--- src/rtl/return_address_stack_pkg.sv ---
// Shared sizing and checkpoint types for the speculative return address stack.
package return_address_stack_pkg;

    localparam int RAS_DEPTH = 8;
    localparam int PTR_W     = $clog2(RAS_DEPTH);
    localparam int CNT_W     = $clog2(RAS_DEPTH + 1);
    localparam int CKPT_W    = PTR_W + CNT_W;

    typedef struct packed {
        logic [PTR_W-1:0] tos;
        logic [CNT_W-1:0] count;
    } ras_checkpoint_t;

    // Fetch carries this alongside each predicted branch so execute can rewind the RAS.
    typedef struct packed {
        logic [31:0]     pc;
        logic            taken;
        ras_checkpoint_t ras_ckpt;
    } branch_metadata_t;

endpackage

--- src/rtl/return_address_stack_if.sv ---
// Fetch/execute side of the return address stack: call/return hints, prediction, repair.
interface return_address_stack_if;
    import return_address_stack_pkg::*;

    logic            push;
    logic [31:0]     push_addr;
    logic            pop;
    logic [31:0]     pop_addr;
    logic            valid;
    ras_checkpoint_t ckpt;
    logic            repair_en;
    ras_checkpoint_t repair_ckpt;

    modport master (
        output push, push_addr, pop, repair_en, repair_ckpt,
        input  pop_addr, valid, ckpt
    );

    modport slave (
        input  push, push_addr, pop, repair_en, repair_ckpt,
        output pop_addr, valid, ckpt
    );

endinterface

--- src/rtl/return_address_stack.sv ---
// Speculative return address stack: circular storage, saturating occupancy,
// checkpoint out to fetch and pointer-only restore from execute.
module return_address_stack
    import return_address_stack_pkg::*;
(
    input  logic                   clk,
    input  logic                   rst,
    return_address_stack_if.slave  bus
);

    logic [31:0]      stack_q [RAS_DEPTH];
    logic [31:0]      stack_d [RAS_DEPTH];
    logic [PTR_W-1:0] tos_q, tos_d;
    logic [CNT_W-1:0] count_q, count_d;
    logic [PTR_W-1:0] tos_inc;
    logic             not_empty;

    assign tos_inc   = tos_q + PTR_W'(1);
    assign not_empty = (count_q != '0);

    assign bus.pop_addr   = stack_q[tos_q];
    assign bus.valid      = not_empty;
    assign bus.ckpt.tos   = tos_q;
    assign bus.ckpt.count = count_q;

    always_comb begin
        stack_d = stack_q;
        tos_d   = tos_q;
        count_d = count_q;
        if (bus.repair_en) begin
            // Only pointers rewind; entries clobbered on the wrong path stay clobbered.
            tos_d   = bus.repair_ckpt.tos;
            count_d = bus.repair_ckpt.count;
        end else if (bus.push && bus.pop && not_empty) begin
            stack_d[tos_q] = bus.push_addr;
        end else if (bus.push) begin
            tos_d          = tos_inc;
            stack_d[tos_inc] = bus.push_addr;
            if (count_q != CNT_W'(RAS_DEPTH)) begin
                count_d = count_q + CNT_W'(1);
            end
        end else if (bus.pop && not_empty) begin
            tos_d   = tos_q - PTR_W'(1);
            count_d = count_q - CNT_W'(1);
        end
    end

    // Storage is reset too so pop_addr never presents X to fetch.
    always_ff @(posedge clk or negedge rst) begin
        if (!rst) begin
            for (int i = 0; i < RAS_DEPTH; i++) begin
                stack_q[i] <= '0;
            end
            tos_q   <= '0;
            count_q <= '0;
        end else begin
            stack_q <= stack_d;
            tos_q   <= tos_d;
            count_q <= count_d;
        end
    end

endmodule

--- src/flat_wrapper.sv ---
// flat-port wrapper written by rule: the top's interface ports become plain ports
module return_address_stack_flat import return_address_stack_pkg::*;
  (clk, rst, bus_push, bus_push_addr, bus_pop, bus_repair_en, bus_repair_ckpt, bus_pop_addr, bus_valid, bus_ckpt);
  return_address_stack_if bus_i ();
  input  logic clk;
  input  logic rst;
  input wire logic [$bits(bus_i.push)-1:0] bus_push;
  input wire logic [$bits(bus_i.push_addr)-1:0] bus_push_addr;
  input wire logic [$bits(bus_i.pop)-1:0] bus_pop;
  input wire logic [$bits(bus_i.repair_en)-1:0] bus_repair_en;
  input wire logic [$bits(bus_i.repair_ckpt)-1:0] bus_repair_ckpt;
  output wire logic [$bits(bus_i.pop_addr)-1:0] bus_pop_addr;
  output wire logic [$bits(bus_i.valid)-1:0] bus_valid;
  output wire logic [$bits(bus_i.ckpt)-1:0] bus_ckpt;
  assign bus_i.push = bus_push;
  assign bus_i.push_addr = bus_push_addr;
  assign bus_i.pop = bus_pop;
  assign bus_i.repair_en = bus_repair_en;
  assign bus_i.repair_ckpt = bus_repair_ckpt;
  assign bus_pop_addr = bus_i.pop_addr;
  assign bus_valid = bus_i.valid;
  assign bus_ckpt = bus_i.ckpt;
  return_address_stack u_core (.clk(clk), .rst(rst), .bus(bus_i));
endmodule
--- config.mk ---
export PLATFORM = sky130hd
export DESIGN_NAME = return_address_stack_flat
export DESIGN_NICKNAME = d
export VERILOG_FILES = /design/src/rtl/return_address_stack_pkg.sv /design/src/rtl/return_address_stack_if.sv /design/src/rtl/return_address_stack.sv /design/src/flat_wrapper.sv
export SDC_FILE = /design/constraint.sdc
export NUM_CORES = 1
export LEC_CHECK = 0
export CAP_MARGIN = 20
export CORE_MARGIN = 2
export CORE_UTILIZATION = 59
export DETAILED_ROUTE_END_ITERATION = 10
export GPL_TIMING_DRIVEN = 0
export PLACE_DENSITY = 0.9
export REMOVE_ABC_BUFFERS = 1
export SYNTH_ARGS = -nofsm -noshare
export SYNTH_HDL_FRONTEND = slang
export SYNTH_SLANG_ARGS = --single-unit
--- constraint.sdc ---
create_clock -name clk -period 3.9 [get_ports clk]
set_input_delay 0.39 -clock clk [delete_from_list [all_inputs] [get_ports clk]]
set_output_delay 0.39 -clock clk [all_outputs]
set_load 0.01 [all_outputs]
**Selected gate families**

Drawn at 3 px/um.
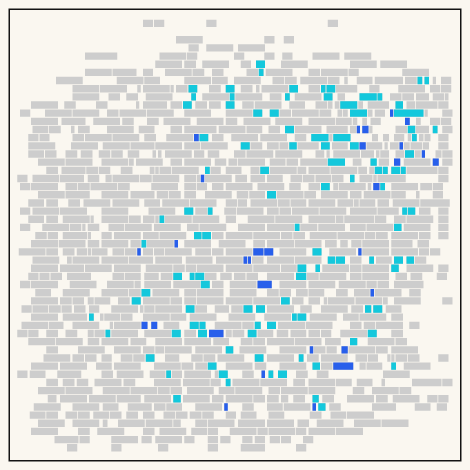
legend:
  cyan:
    family: aoi and oai cells
    cells: 107
    most_used: a221oi_1
  blue:
    family: nor cells
    cells: 30
    most_used: nor2_1
number of standard cells in the final layout excluding fillers: 1227
top logic cell by instance count in the layout: sky130_fd_sc_hd__dfrtp_1
combinational share of cell area: 38.3%

==> run summary <==
run results: global routing usage on met2=46.0%, Final min period=3.79 ns, average wire length per cell after detail routing=24.6 um, Worst Slack Setup Final=0.110 ns, RSZ-0062 raised after global routing=no, met3 demand-to-capacity share in global routing=4.39%, aggregate global routing overflow=0, share of async-settable or async-resettable flops after synthesis=100%, CTS tree=yes, aoi/oai-family share of the synthesized area=8.00%, power density over the cells=784 nW/um^2, count of port buffers added during placement=83, area-dominant cell class after layout=flip-flops and latches, number of iterations in the first detailed-routing pass=5, highest cell delay on the worst timing path=0.70 ns, Core Density at Floorplan=60.0%, launch point of the critical path=u_core.tos_q[0], global-route wire length before repair=47900 um, Critical Path Fanout Max=43, multiplexer fraction of the synthesized cell area=31.5%, clk latency late pin=0.55 ns, Critical Path Sink=bus_pop_addr[6], clock buffers created by TritonCTS=28, CLK BUF=40, post_cts resized=4, adder-cell share of the synthesized area=0.716%, Logic pwr share=33.6%, total core area=21000 um^2, cell area after technology mapping=12600 um^2, post-placement worst setup slack=-0.408 ns, Pins Over Slew Limit=0, arrival time of data at the critical path endpoint=3.40 ns, height of the die=150 um, layout cells sized above 1=39.1%, Clock Tree Buf Depth=3, status=finished clean, CP Depth=5, number of nets still failing antenna checks after routing=0, commonest cells in the synthesized netlist=263 x sky130_fd_sc_hd__dfrtp_1, 214 x sky130_fd_sc_hd__mux2_2, 60 x sky130_fd_sc_hd__mux2_4, Main power group=registers, wire length after detailed routing=30200 um, launching element type of the critical path=flop, die width=150 um, final setup violating endpoints=0, worst max-slew margin expressed relative to the limit=40.4%, most frequent cell after synthesis=sky130_fd_sc_hd__dfrtp_1, proportion of power drawn by flip-flops and latches=43.2%, unique cell type count in the Yosys netlist=55, synthesis-stage register bit count=263, DRT met1 WL=12300 um
**Where the registers sit**

Drawn at 2 px/um. Other cells in grey.
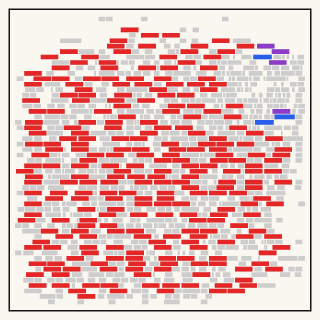
legend:
  purple:
    signal: u_core.count_q
    sequential_cells: 4
    where: top right
  blue:
    signal: u_core.tos_q
    sequential_cells: 3
  red:
    signal: u_core.stack_q
    sequential_cells: 256
    where: all over the die
Register Area: 6590 um^2
final core area utilization: 69.6%
sequential fraction of total cell area: 45.2%
Seq power: 4.93 mW

Power and IR drop assume default switching activity.
